--- src/rtl/axi_lite_reg_slave.sv ---
// AXI4-Lite responder over a bank of NUM_REGS byte-writable 32-bit registers.
// AW and W are buffered independently; the bank is exported flat on regs_o.
module axi_lite_reg_slave #(
  parameter int unsigned NUM_REGS = 16
) (
  input  logic                     aclk,
  input  logic                     aresetn,
  input  logic [31:0]              awaddr,
  input  logic [2:0]               awprot,
  input  logic                     awvalid,
  output logic                     awready,
  input  logic [31:0]              wdata,
  input  logic [3:0]               wstrb,
  input  logic                     wvalid,
  output logic                     wready,
  output logic [1:0]               bresp,
  output logic                     bvalid,
  input  logic                     bready,
  input  logic [31:0]              araddr,
  input  logic [2:0]               arprot,
  input  logic                     arvalid,
  output logic                     arready,
  output logic [31:0]              rdata,
  output logic [1:0]               rresp,
  output logic                     rvalid,
  input  logic                     rready,
  output logic [32*NUM_REGS-1:0]   regs_o
);

  localparam logic [1:0] RespOkay   = 2'b00;
  localparam logic [1:0] RespDecerr = 2'b11;

  logic                            init_q;
  logic                            aw_full_q, aw_full_d;
  logic [29:0]                     aw_idx_q, aw_idx_d;
  logic                            w_full_q, w_full_d;
  logic [31:0]                     wdata_q, wdata_d;
  logic [3:0]                      wstrb_q, wstrb_d;
  logic                            bvalid_q, bvalid_d;
  logic [1:0]                      bresp_q, bresp_d;
  logic                            rvalid_q, rvalid_d;
  logic [31:0]                     rdata_q, rdata_d;
  logic [1:0]                      rresp_q, rresp_d;
  logic [NUM_REGS-1:0][31:0]       regs_q, regs_d;

  logic aw_hs, w_hs, ar_hs, commit;
  logic [29:0] ar_idx;

  // Address LSBs and protection bits carry no meaning for this bank.
  logic unused_inputs;
  assign unused_inputs = ^{awprot, arprot, awaddr[1:0], araddr[1:0]};

  assign awready = init_q & ~aw_full_q;
  assign wready  = init_q & ~w_full_q;
  assign arready = init_q & ~rvalid_q;

  assign aw_hs  = awvalid & awready;
  assign w_hs   = wvalid & wready;
  assign ar_hs  = arvalid & arready;
  assign commit = aw_full_q & w_full_q & ~bvalid_q;
  assign ar_idx = araddr[31:2];

  always_comb begin
    aw_full_d = aw_full_q;
    aw_idx_d  = aw_idx_q;
    w_full_d  = w_full_q;
    wdata_d   = wdata_q;
    wstrb_d   = wstrb_q;
    bvalid_d  = bvalid_q;
    bresp_d   = bresp_q;
    rvalid_d  = rvalid_q;
    rdata_d   = rdata_q;
    rresp_d   = rresp_q;
    regs_d    = regs_q;

    if (aw_hs) begin
      aw_full_d = 1'b1;
      aw_idx_d  = awaddr[31:2];
    end
    if (w_hs) begin
      w_full_d = 1'b1;
      wdata_d  = wdata;
      wstrb_d  = wstrb;
    end

    if (bvalid_q && bready) begin
      bvalid_d = 1'b0;
    end

    // Commit only while no response is outstanding; an out-of-range index matches no register.
    if (commit) begin
      aw_full_d = 1'b0;
      w_full_d  = 1'b0;
      bvalid_d  = 1'b1;
      bresp_d   = (aw_idx_q < 30'(NUM_REGS)) ? RespOkay : RespDecerr;
      for (int unsigned i = 0; i < NUM_REGS; i++) begin
        if (aw_idx_q == 30'(i)) begin
          for (int k = 0; k < 4; k++) begin
            if (wstrb_q[k]) begin
              regs_d[i][8*k +: 8] = wdata_q[8*k +: 8];
            end
          end
        end
      end
    end

    if (rvalid_q && rready) begin
      rvalid_d = 1'b0;
    end

    // Reads sample regs_q, so a same-cycle commit is not visible to them.
    if (ar_hs) begin
      rvalid_d = 1'b1;
      rdata_d  = '0;
      rresp_d  = (ar_idx < 30'(NUM_REGS)) ? RespOkay : RespDecerr;
      for (int unsigned i = 0; i < NUM_REGS; i++) begin
        if (ar_idx == 30'(i)) begin
          rdata_d = regs_q[i];
        end
      end
    end
  end

  always_ff @(posedge aclk or negedge aresetn) begin
    if (!aresetn) begin
      init_q    <= 1'b0;
      aw_full_q <= 1'b0;
      aw_idx_q  <= '0;
      w_full_q  <= 1'b0;
      wdata_q   <= '0;
      wstrb_q   <= '0;
      bvalid_q  <= 1'b0;
      bresp_q   <= RespOkay;
      rvalid_q  <= 1'b0;
      rdata_q   <= '0;
      rresp_q   <= RespOkay;
      regs_q    <= '0;
    end else begin
      init_q    <= 1'b1;
      aw_full_q <= aw_full_d;
      aw_idx_q  <= aw_idx_d;
      w_full_q  <= w_full_d;
      wdata_q   <= wdata_d;
      wstrb_q   <= wstrb_d;
      bvalid_q  <= bvalid_d;
      bresp_q   <= bresp_d;
      rvalid_q  <= rvalid_d;
      rdata_q   <= rdata_d;
      rresp_q   <= rresp_d;
      regs_q    <= regs_d;
    end
  end

  assign bvalid = bvalid_q;
  assign bresp  = bresp_q;
  assign rvalid = rvalid_q;
  assign rdata  = rdata_q;
  assign rresp  = rresp_q;
  assign regs_o = regs_q;

endmodule

--- config.mk ---
export PLATFORM = sky130hd
export DESIGN_NAME = axi_lite_reg_slave
export DESIGN_NICKNAME = d
export VERILOG_FILES = /design/src/rtl/axi_lite_reg_slave.sv
export SDC_FILE = /design/constraint.sdc
export NUM_CORES = 1
export LEC_CHECK = 0
export CAP_MARGIN = 20
export CORE_MARGIN = 3
export CORE_UTILIZATION = 44
export CTS_CLUSTER_DIAMETER = 30
export DETAILED_ROUTE_END_ITERATION = 12
export PLACE_DENSITY_LB_ADDON = 0.1
export RECOVER_POWER = 100
export SLEW_MARGIN = 25
export SYNTH_ARGS = -nofsm -noshare
export SYNTH_HDL_FRONTEND = slang
export SYNTH_SLANG_ARGS = --single-unit
--- constraint.sdc ---
create_clock -name aclk -period 2.2 [get_ports aclk]
set_input_delay 0.22 -clock aclk [delete_from_list [all_inputs] [get_ports aclk]]
set_output_delay 0.22 -clock aclk [all_outputs]
set_load 0.05 [all_outputs]
placed.png
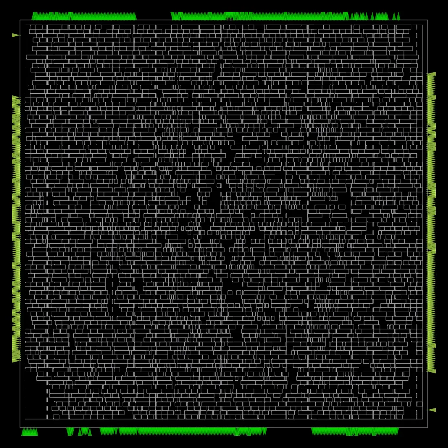
cell row count: 92
Core ar.: 63200 µm²
Filler cells: 4473
fraction of standard cell area that is sequential: 0.3493

port_trees.png
Scale: 2 px per µm.
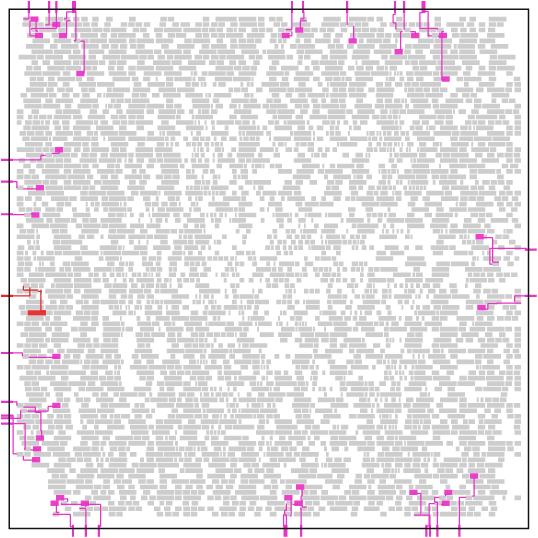
Key: bvalid = red [direction output, end cells 1, buffers 1, wire 37.8 µm]; wdata = magenta [direction input, end cells 32, buffers 32, wire 754 µm]
Port Buffers: 655
Top-Level Pins: 666

class_map.png
Scale: 1 px per µm.
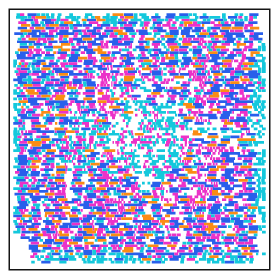
Key: remaining logic cells = magenta [cells 1459, share of their area 29%]; remaining buffers and delay cells = cyan [cells 1014, share of their area 24%]; clock drivers and dummy loads = orange [cells 255, share of their area 12%]; registers = blue [cells 617, share of their area 36%]
post-layout utilization of the core: 0.6995
Post-Layout Inst Area: 44210 µm²

ff_map.png
Scale: 1 px per µm. Other sequential cells in the stronger grey, the rest of the logic in the fainter grey.
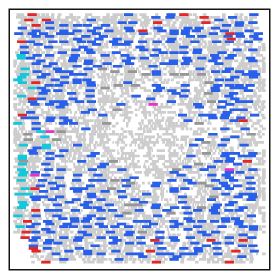
Key: regs_o = blue [sequential cells 512, where spread over the die]; wstrb_q = magenta [sequential cells 4]; wdata_q = red [sequential cells 32, where spread over the die]; aw_idx_q = cyan [sequential cells 30]
Another 39 sequential cells are not coloured.
Storage cell area: 15440 µm²
Power Sequential: 14.2 mW

==> qor.txt <==
Sum of overflow across all layers after global routing - 0
Bufs w/o clock - 1014
Cells in synth_stat.txt - 2210
Switching fraction of total power - 0.2734
Warnings, synthesis - 0
Global-route usage over all layers - 0.3965
Root Driver - sky130_fd_sc_hd__clkbuf_16
Critical path data required time - 2.80 ns
Post-placement cell area - 38910 µm²
Chip area from the yosys synthesis statistics - 28140 µm²
Power density of the placed cells - 897.1 nW/µm²
Cell Type Count - 66
Post-synthesis sequential area ratio - 0.5488
Data arrival, critical path - 3.24 ns
Clock tree from TritonCTS - built
Comb gates - 1450
Worst hold margin - 0.06568 ns
Share of power burned in the clock network - 0.561
Ant. Diodes - 3
Clock net sink count - 617
Fraction of area in multi-input gates - 0.2810
Group drawing the most power - the clock network
Failing checks - max-capacitance violations, max-slew violations, negative setup slack
Fraction of the cycle the final worst path needs - 1.198
Total length of routed wires - 134800 µm
Routability Congestion - 1.005
Kind of start point of the critical path - flop
Top library cells by usage in the layout, fill and taps aside - sky130_fd_sc_hd__clkdlybuf4s50_1 (647), sky130_fd_sc_hd__dfrtp_1 (617), sky130_fd_sc_hd__mux2_2 (590)
Mapped Nets - 2323
RSZ-0062 raised after global routing - true
Wire length of the first global-routing pass - 190300 µm
Vias per Instance - 6.098
Share of the synthesized area in the top cell type - 0.5488
Crit Path Class - reg2reg
Hpwl dp - 99760 µm
Post-route clock skew - 0.02482 ns
Comb area - 12420 µm²
Number of nets with antenna violations after routing - 0
Chip area - 67020 µm²
Via Count - 25580
Fraction of the core area occupied by cells at floorplan - 0.4452
Biggest area consumer among cell classes - sequential cells
Clock latency of the later-clocked register in the worst-skew pair - 0.72 ns
Static leakage - 20.51 nW
Cell accounting for the most synthesized area - sky130_fd_sc_hd__dfrtp_1
Main area contributors after synthesis - sky130_fd_sc_hd__dfrtp_1 (55%), sky130_fd_sc_hd__mux2_2 (24%), sky130_fd_sc_hd__nand2_1 (1.8%)
Die outline width - 258.9 µm
# nets final - 3347
Reg2Reg Depth - 9
Clock network area share - 0.1149
Power Combinational - 3.16 mW
Time the worst path needs with I/O delays and setup - 2.635 ns
Instance count along the most critical hold path - 2
Placed cells - 3929
Number of buffers created by CTS - 142
Max cap viols - 1
Final Max Tran Viols - 55
Registers - 617
Proportion of power drawn by flip-flops and latches - 0.359
Combinational power share - 0.080
Count of final setup violators - 674
Clock Pin Slew Worst Setup and Hold Paths - 0.05 ns
Switching power - 10.84 mW
Worst vdd rail ir drop - 0.0008440 V
Average routed wire per standard cell - 32.13 µm
Number of instances in the synthesized netlist - 2210
Worst Setup Slack, final - -0.4355 ns
Run status - finished, violations left
Detailed Route Iter0 Violations - 3072
Fraction of registers with async set/reset - 1.000
Number of antenna violations at the first check in global routing - 5
Most common library cell in the layout ignoring fill and taps - sky130_fd_sc_hd__clkdlybuf4s50_1
Internal power - 28.81 mW
Clk pwr - 22.3 mW
[through the flow]
stage,setup WS (ns),TNS [ns]
2_1_floorplan,-0.002338,-0.07479
3_3_place_gp,-0.7017,-171.95
3_5_place_dp,-0.7415,-198.18
4_1_cts,-0.4518,-167.85
5_1_grt,-0.5517,-239.69
6_report,-0.4355,-166.48
[worst paths after layout]
kind | start | end | slack, ns
setup / recovery | aw_idx_q[26]$_DFFE_PN0P_ | regs_o[38]$_DFFE_PN0P_ | -0.44
hold / removal | bready | bvalid$_DFFE_PN0P_ | 0.07
setup reg to reg | aw_idx_q[26]$_DFFE_PN0P_ | regs_o[38]$_DFFE_PN0P_ | -0.44
hold reg to reg | rdata[15]$_DFFE_PN0P_ | rdata[15]$_DFFE_PN0P_ | 0.50
max in group asynchronous | aresetn | regs_o[214]$_DFFE_PN0P_ | 0.15
min in group asynchronous | aresetn | regs_o[18]$_DFFE_PN0P_ | 0.55
[synthesized netlist by cell type (all sizes together) (4+ instances only)]
master	n
a21oi	82
nand2b	10
o31ai	5
clkbuf	93
nor3	33
nor2b	16
a221oi	16
o221ai	11
buf	41
inv	8
and2	7
nand4	14
nand2	138
a222oi	11
nor4	24
o211ai	14
a2bb2oi	6
mux2i	40
o32ai	4
mux4	20
a22o	7
or3	6
o21a	9
a211oi	9
o22ai	28
a311oi	4
dfrtp	617
nand3	30
a31oi	15
and3	4
mux2	597
a22oi	28
a21o	14
o21ai	81
nor2	124
[critical path, stage by stage (launching register included)]
cell                      delay, ns
sky130_fd_sc_hd__dfrtp_1       0.41
sky130_fd_sc_hd__nor4_4        0.35
sky130_fd_sc_hd__buf_4         0.17
sky130_fd_sc_hd__nand4_1       0.15
sky130_fd_sc_hd__or4_4         0.51
sky130_fd_sc_hd__nor2_2        0.16
sky130_fd_sc_hd__buf_4         0.18
sky130_fd_sc_hd__nand2_1       0.10
sky130_fd_sc_hd__buf_12        0.21
sky130_fd_sc_hd__mux2_2        0.27
[cells by family (layout without fill, tap and decap cells)]
| group | Yosys count | count (layout) | synth area share |
|---|---|---|---|
| multiplexers | 657 | 657 | 0.2692 |
| flip-flops | 617 | 617 | 0.5488 |
| AND/OR/NAND/NOR | 418 | 418 | 0.07244 |
| AND-OR/OR-AND | 374 | 374 | 0.08854 |
| buffers and inverters | 143 | 1278 | 0.02095 |
| other | 1 | 4 | 0.0001333 |
[metal layers]
layer / share of wire / wire length (µm) / track usage
met4: 0.054 / 7296 / 0.1967
met2: 0.45 / 61120 / 0.6081
met5: 0.00024 / 33 / 0
met1: 0.38 / 51410 / 0.5105
met3: 0.11 / 14910 / 0.1224
[state kept, by name (all words and copies together) (netlist names)]
| signal | cells |
|---|---|
| regs_o | 512 |
| rdata | 32 |
| wdata_q | 32 |
| aw_idx_q | 30 |
| wstrb_q | 4 |
| aw_full_q | 1 |
| bresp | 1 |
| bvalid | 1 |
| init_q | 1 |
| rresp | 1 |
| rvalid | 1 |
| w_full_q | 1 |
[timing repair]
action | 4_1_cts | 5_1_grt
gates cloned | 0 | 0
endpoints found under the hold margin | 274 | 0
endpoints found under the setup margin | 759 | 800
buffers inserted | 3 | 3
resized | 33 | 41
hold buffers | 1 | 0
pin swaps | 4 | 5
No activity file was given, so power comes from the tool's default toggle rates.
